File: config.mk
export PLATFORM = sky130hd
export DESIGN_NAME = instr_encoder
export DESIGN_NICKNAME = d
export VERILOG_FILES = /design/src/rtl/instr_encoder.sv
export SDC_FILE = /design/constraint.sdc
export NUM_CORES = 1
export LEC_CHECK = 0
export CAP_MARGIN = 20
export CORE_MARGIN = 10
export CORE_UTILIZATION = 40
export CTS_CLUSTER_SIZE = 28
export DETAILED_ROUTE_END_ITERATION = 8
export PLACE_DENSITY = 0.68
export SYNTH_ARGS = -nofsm -noshare
export SYNTH_HDL_FRONTEND = slang
export SYNTH_SLANG_ARGS = --single-unit
export TNS_END_PERCENT = 50
File: constraint.sdc
create_clock -name clk -period 2.15 [get_ports clk]
set_input_delay 0.43 -clock clk [delete_from_list [all_inputs] [get_ports clk]]
set_output_delay 0.43 -clock clk [all_outputs]
set_load 0.005 [all_outputs]
File: src/rtl/instr_encoder.sv
// instr_encoder: turns instruction descriptors into RV32I words and writes
// them to consecutive word addresses of an instruction memory, one word per
// two cycles, with session status reporting.
// Optional macro INSTR_ENCODER_IMM_CHECK_EN: when defined, out-of-range or
// misaligned immediates are rejected as illegal instead of being truncated.
module instr_encoder #(
  parameter int MAX_WORDS = 64,
  localparam int CW = $clog2(MAX_WORDS) + 1
) (
  input  logic          clk,
  input  logic          rst,
  input  logic          start,
  input  logic          in_valid,
  output logic          in_ready,
  input  logic [2:0]    op_type,
  input  logic [2:0]    alu_sel,
  input  logic [4:0]    rd,
  input  logic [4:0]    rs1,
  input  logic [4:0]    rs2,
  input  logic [31:0]   imm,
  input  logic          in_last,
  output logic          mem_we,
  output logic [31:0]   mem_addr,
  output logic [31:0]   mem_wdata,
  output logic          busy,
  output logic          done,
  output logic          err,
  output logic [CW-1:0] word_count
);

  typedef enum logic [2:0] {
    IDLE,
    RUN,
    WRITE,
    DONE,
    ERR
  } state_t;

  localparam logic [6:0] OP_R      = 7'b0110011;
  localparam logic [6:0] OP_I      = 7'b0010011;
  localparam logic [6:0] OP_LOAD   = 7'b0000011;
  localparam logic [6:0] OP_STORE  = 7'b0100011;
  localparam logic [6:0] OP_BRANCH = 7'b1100011;

  localparam logic [CW-1:0] LAST_CNT = CW'(MAX_WORDS - 1);

  state_t        state_q, state_d;
  logic [31:0]   ptr_q, ptr_d;
  logic [CW-1:0] count_q, count_d;
  logic [31:0]   wdata_q, wdata_d;
  logic          last_q, last_d;

  logic          imm12_ok;
  logic          immb_ok;
  logic          alu_ok;
  logic [2:0]    funct3;
  logic [6:0]    funct7;
  logic          enc_legal;
  logic [31:0]   enc_word;

`ifdef INSTR_ENCODER_IMM_CHECK_EN
  // Immediates must fit the signed field exactly; branch offsets must also be even.
  assign imm12_ok = (imm[31:11] == {21{imm[11]}});
  assign immb_ok  = (imm[31:12] == {20{imm[12]}}) && !imm[0];
`else
  // Immediates are silently truncated to their field bits, so the upper bits are don't-care.
  logic unused_imm_hi;
  assign unused_imm_hi = ^imm[31:13];
  assign imm12_ok = 1'b1;
  assign immb_ok  = 1'b1;
`endif

  // Decode the ALU selector into funct3/funct7 and flag unsupported operations.
  always_comb begin
    funct3 = 3'b000;
    funct7 = 7'b0000000;
    alu_ok = 1'b1;
    case (alu_sel)
      3'b000: funct3 = 3'b000;
      3'b001: begin
        funct3 = 3'b000;
        funct7 = 7'b0100000;
      end
      3'b010: funct3 = 3'b111;
      3'b011: funct3 = 3'b110;
      3'b101: funct3 = 3'b010;
      default: alu_ok = 1'b0;
    endcase
  end

  // Build the RV32I word for the current descriptor and decide whether it is legal.
  always_comb begin
    enc_word  = 32'h0;
    enc_legal = 1'b0;
    case (op_type)
      3'b000: begin
        enc_legal = alu_ok;
        enc_word  = {funct7, rs2, rs1, funct3, rd, OP_R};
      end
      3'b001: begin
        // There is no immediate subtract in RV32I, so sub is rejected here.
        enc_legal = alu_ok && (alu_sel != 3'b001) && imm12_ok;
        enc_word  = {imm[11:0], rs1, funct3, rd, OP_I};
      end
      3'b010: begin
        enc_legal = imm12_ok;
        enc_word  = {imm[11:0], rs1, 3'b010, rd, OP_LOAD};
      end
      3'b011: begin
        enc_legal = imm12_ok;
        enc_word  = {imm[11:5], rs2, rs1, 3'b010, imm[4:0], OP_STORE};
      end
      3'b100: begin
        enc_legal = immb_ok;
        enc_word  = {imm[12], imm[10:5], rs2, rs1, 3'b000, imm[4:1], imm[11], OP_BRANCH};
      end
      default: begin
        enc_legal = 1'b0;
        enc_word  = 32'h0;
      end
    endcase
  end

  // Session sequencing: accept, write once, advance pointer, and decide when the session ends.
  always_comb begin
    state_d = state_q;
    ptr_d   = ptr_q;
    count_d = count_q;
    wdata_d = wdata_q;
    last_d  = last_q;
    case (state_q)
      IDLE, DONE, ERR: begin
        if (start) begin
          state_d = RUN;
          ptr_d   = 32'h0;
          count_d = '0;
        end
      end
      RUN: begin
        if (in_valid) begin
          if (enc_legal) begin
            wdata_d = enc_word;
            last_d  = in_last;
            state_d = WRITE;
          end else begin
            state_d = ERR;
          end
        end
      end
      WRITE: begin
        ptr_d   = ptr_q + 32'd4;
        count_d = count_q + 1'b1;
        if (last_q || (count_q == LAST_CNT)) begin
          state_d = DONE;
        end else begin
          state_d = RUN;
        end
      end
      default: state_d = IDLE;
    endcase
  end

  // State and datapath registers with synchronous reset.
  always_ff @(posedge clk) begin
    if (rst) begin
      state_q <= IDLE;
      ptr_q   <= 32'h0;
      count_q <= '0;
      wdata_q <= 32'h0;
      last_q  <= 1'b0;
    end else begin
      state_q <= state_d;
      ptr_q   <= ptr_d;
      count_q <= count_d;
      wdata_q <= wdata_d;
      last_q  <= last_d;
    end
  end

  // Outputs follow the state; reset forces them low immediately so a write in flight is dropped.
  always_comb begin
    in_ready   = !rst && (state_q == RUN);
    busy       = !rst && ((state_q == RUN) || (state_q == WRITE));
    mem_we     = !rst && (state_q == WRITE);
    done       = !rst && (state_q == DONE);
    err        = !rst && (state_q == ERR);
    mem_addr   = rst ? 32'h0 : ptr_q;
    mem_wdata  = rst ? 32'h0 : wdata_q;
    word_count = rst ? '0 : count_q;
  end

endmodule

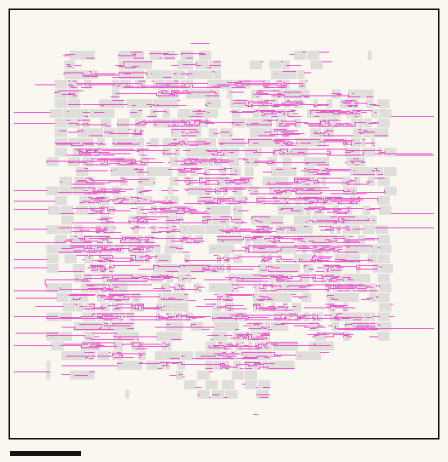
*M1 wires, run 1*
The bar under the picture is 20 um long. Cells faint in the background.
main direction = horizontal
wire length on this layer = 5080 um
nets with wire on the layer = 594
longest straight run = 30.4 um
share of all routed wire = 42%
Via Count: 4169
met1 GRT Util: 19.3%
WL final: 12000 um

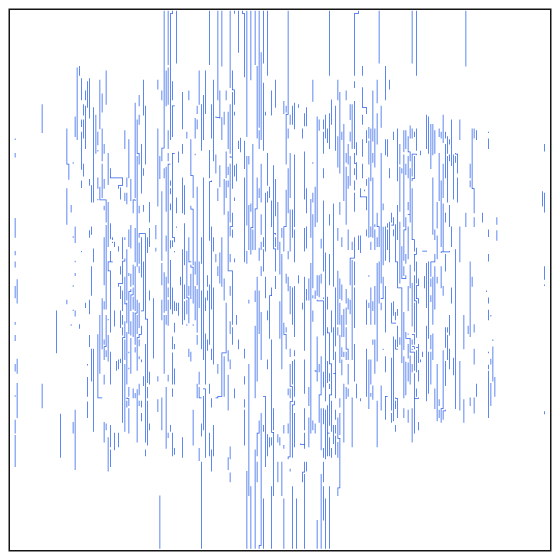
*Met2 routing, run 1*
wire length on this layer = 5590 um
main direction = vertical
nets with wire on the layer = 594
longest straight run = 40.5 um

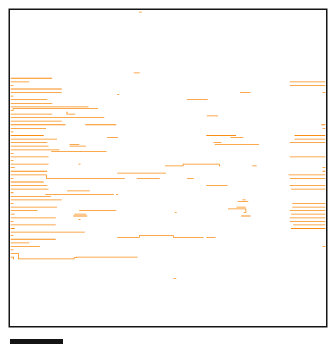
*Met3 routing, run 1*
The bar under the picture is 20 um long.
nets with wire on the layer = 100
longest straight run = 35.2 um
main direction = horizontal
wire length on this layer = 1190 um
grt met3 use: 8.02%

==> flow_summary.toml, run 1 <==
# physical design summary
[floorplan]
die_width_um = 120
die_height_um = 120
row_count = 36

[critical_path]
slowest_delay_ps = 370
cp_data_required_time_ps = 1720
crit_chain = "or3b_1 > nand2b_4 > inv_1 > or2_2 > dlygate4sd2_1"
startpoint = "state_q[1]"
crit_end = "busy"
r2r_cells = 5

[layout]
drive_gt1_share_pct = 13.2
stdcell_area_um2 = 5690
lay_top_count = "clkdlybuf4s50_1"
largest_reg_flops = 30
final_net_count = 697

[synthesis]
largest_area_cell = "dfxtp_1"
flop_cell = "dfxtp_1"
yosys_cells = 501
top_cells_by_count = "nor2b_1, dfxtp_1, a21oi_1"
yosysChipArea_um2 = 4010
synthMuxAreaShare_pct = 1.50
synth_warnings = 0

[routing]
wl_per_cell_um = 15.5
drt_pre_antenna_iters = 5

[sta]
hold_viol_final = 0
fin_hold_ws_ps = 388
clock.fmax_mhz = 486
grt_setup_unrepaired = "false"
setup_viol = 0

[clocking]
h-tree-depth = 3
cts_hold_buf = 0

[grt]
grt_pass1_wl_um = 20100
grt_use_total_pct = 16.6

[min_path]
min_to = "state_q[2]"

[placement]
numPortBuffers = 110
dp_slack_ps = -334

[run_status]
outcome = "completed"
run 1: what timing repair did:
action / 4_1_cts / 5_1_grt
endpoints found under the setup margin: 3 / 22
resized: 3 / 12
setup buffers: 0 / 3
pin swaps: 0 / 2
run 1: power by group:
part / total [mW] / internal, mW / switching [mW]
Sequential: 1.32 / 1.32 / 0.00679
Combinational: 0.408 / 0.213 / 0.195
Clock: 0.941 / 0.445 / 0.496
Total: 2.67 / 1.98 / 0.698
run 1: final cells by class:
type / count / area (um^2) / area share, %
inverter: 13 / 48.8 / 0.857
timing repair buffer: 164 / 1530 / 26.8
sequential: 70 / 1400 / 24.6
clock inverter: 4 / 22.5 / 0.396
clock buffer: 12 / 145 / 2.55
tap: 133 / 166 / 2.92
multi-input combinational: 379 / 2380 / 41.8
### Clock nets, run 1

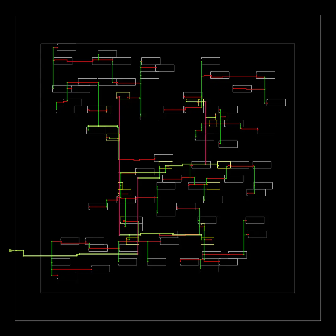

==> inputs of run 2 (changes only) <==
ABC_AREA = 1   (was not set)
CORE_UTILIZATION = 47   (was 40)
PLACE_DENSITY = 0.78   (was 0.68)
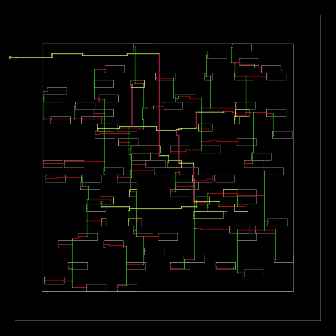
*Clock nets, run 2*
flop count: 70
Worst Skew: 6.04 ps
Num CTS Buffers: 9
Num Clock Sinks: 70

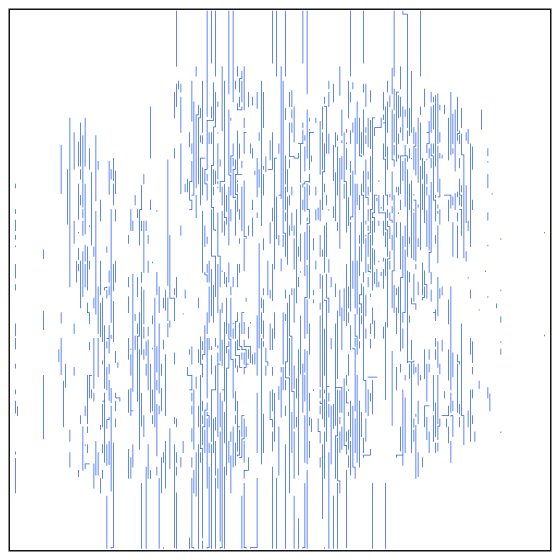
*Met2 routing, run 2*
longest straight run = 35.7 um
nets with wire on the layer = 688
wire length on this layer = 6130 um
share of all routed wire = 48%
main direction = vertical

==> run 2 against run 1 <==
Effect of this change:
- synthesized cell count grew 42%
- largest power group unchanged
- worst setup slack got worse by 30 ps
- sequential share of layout area up 0.26 points
- critical path type is now in -> out
- hold slack improved by 90 ps
- combinational power is 2% higher
- routed wire length increased by 6.5%
==> flow_summary.toml, run 2 <==
# physical design summary
[grt]
use_met3_pct = 8.96
grt_pass1_wl_um = 21700
grt_use_total_pct = 20.0
grt.met1_usage_pct = 22.6

[layout]
inverters_excl_clock = 111
sh_comb_area_pct = 39.3
lay_top_count = "nand2_1"
drive_gt1_share_pct = 5.67
clock_area_share_pct = 3.94
final_net_count = 884
stdcell_area_um2 = 5650
largest_class = "combinational gates"
nClkBuffers = 10

[placement]
numPortBuffers = 110

[power]
power_leader = "registers"
clock_power_mw = 1.23
swShare_pct = 26.7
switching_power_mw = 0.799
seq_power_share_pct = 44.8
pg_comb_mw = 0.415
pwr-share-clk_pct = 41.3
pwr-share-comb_pct = 13.9

[min_path]
min_to = "wdata_q[12]"

[critical_path]
crit_chain = "buf_2 > buf_12 > nor2_1 > clkdlybuf4s50_1"
cp_data_required_time_ps = 1720
crit_end = "mem_addr[7]"
slowest_delay_ps = 570

[run_status]
outcome = "completed"

[synthesis]
largest_area_cell = "dfxtp_1"
synth_warnings = 0
top_cells_by_count = "nand2_1, nor2_1, inv_1, dfxtp_1, o21ai_0"
flop_cell = "dfxtp_1"
yosys_cells = 710
synthMuxAreaShare_pct = 0

[sta]
fin_hold_ws_ps = 479
setup_viol = 0
clock.fmax_mhz = 479
hold_viol_final = 0

[routing]
wirelength_um = 12800
num_vias = 4665

[floorplan]
die_width_um = 114
die_height_um = 114
run 2: cell types whose count changed in the layout (fill, tap and decap cells not counted), moves of 6 or more:
cell       delta
a31oi_1       -8
nand2b_1      -6
nand2_1     +170
mux2i_1       -6
nor2_1      +143
nor2b_1      -72
o2bb2ai_1     -7
inv_1        +94
a22oi_1       -6
buf_4        -40
a21oi_1      -17
o22a_1        -9
run 2: metrics by stage:
step / util, % / setup slack (ps)
2_1_floorplan: - / 697
3_3_place_gp: 62.1 / 70.6
3_5_place_dp: 62.1 / 63.0
4_1_cts: 64.9 / 31.0
5_1_grt: 65.1 / 34.1
6_report: 65.1 / 62.9
run 2: timing repair:
item | in CTS | in global routing
pin swaps | 1 | 0
setup buffers | 1 | 1
gates resized | 6 | 5
setup endpoints to repair | 2 | 22
hold buffers | 0 | 0
No activity file was given, so power comes from the tool's default toggle rates.
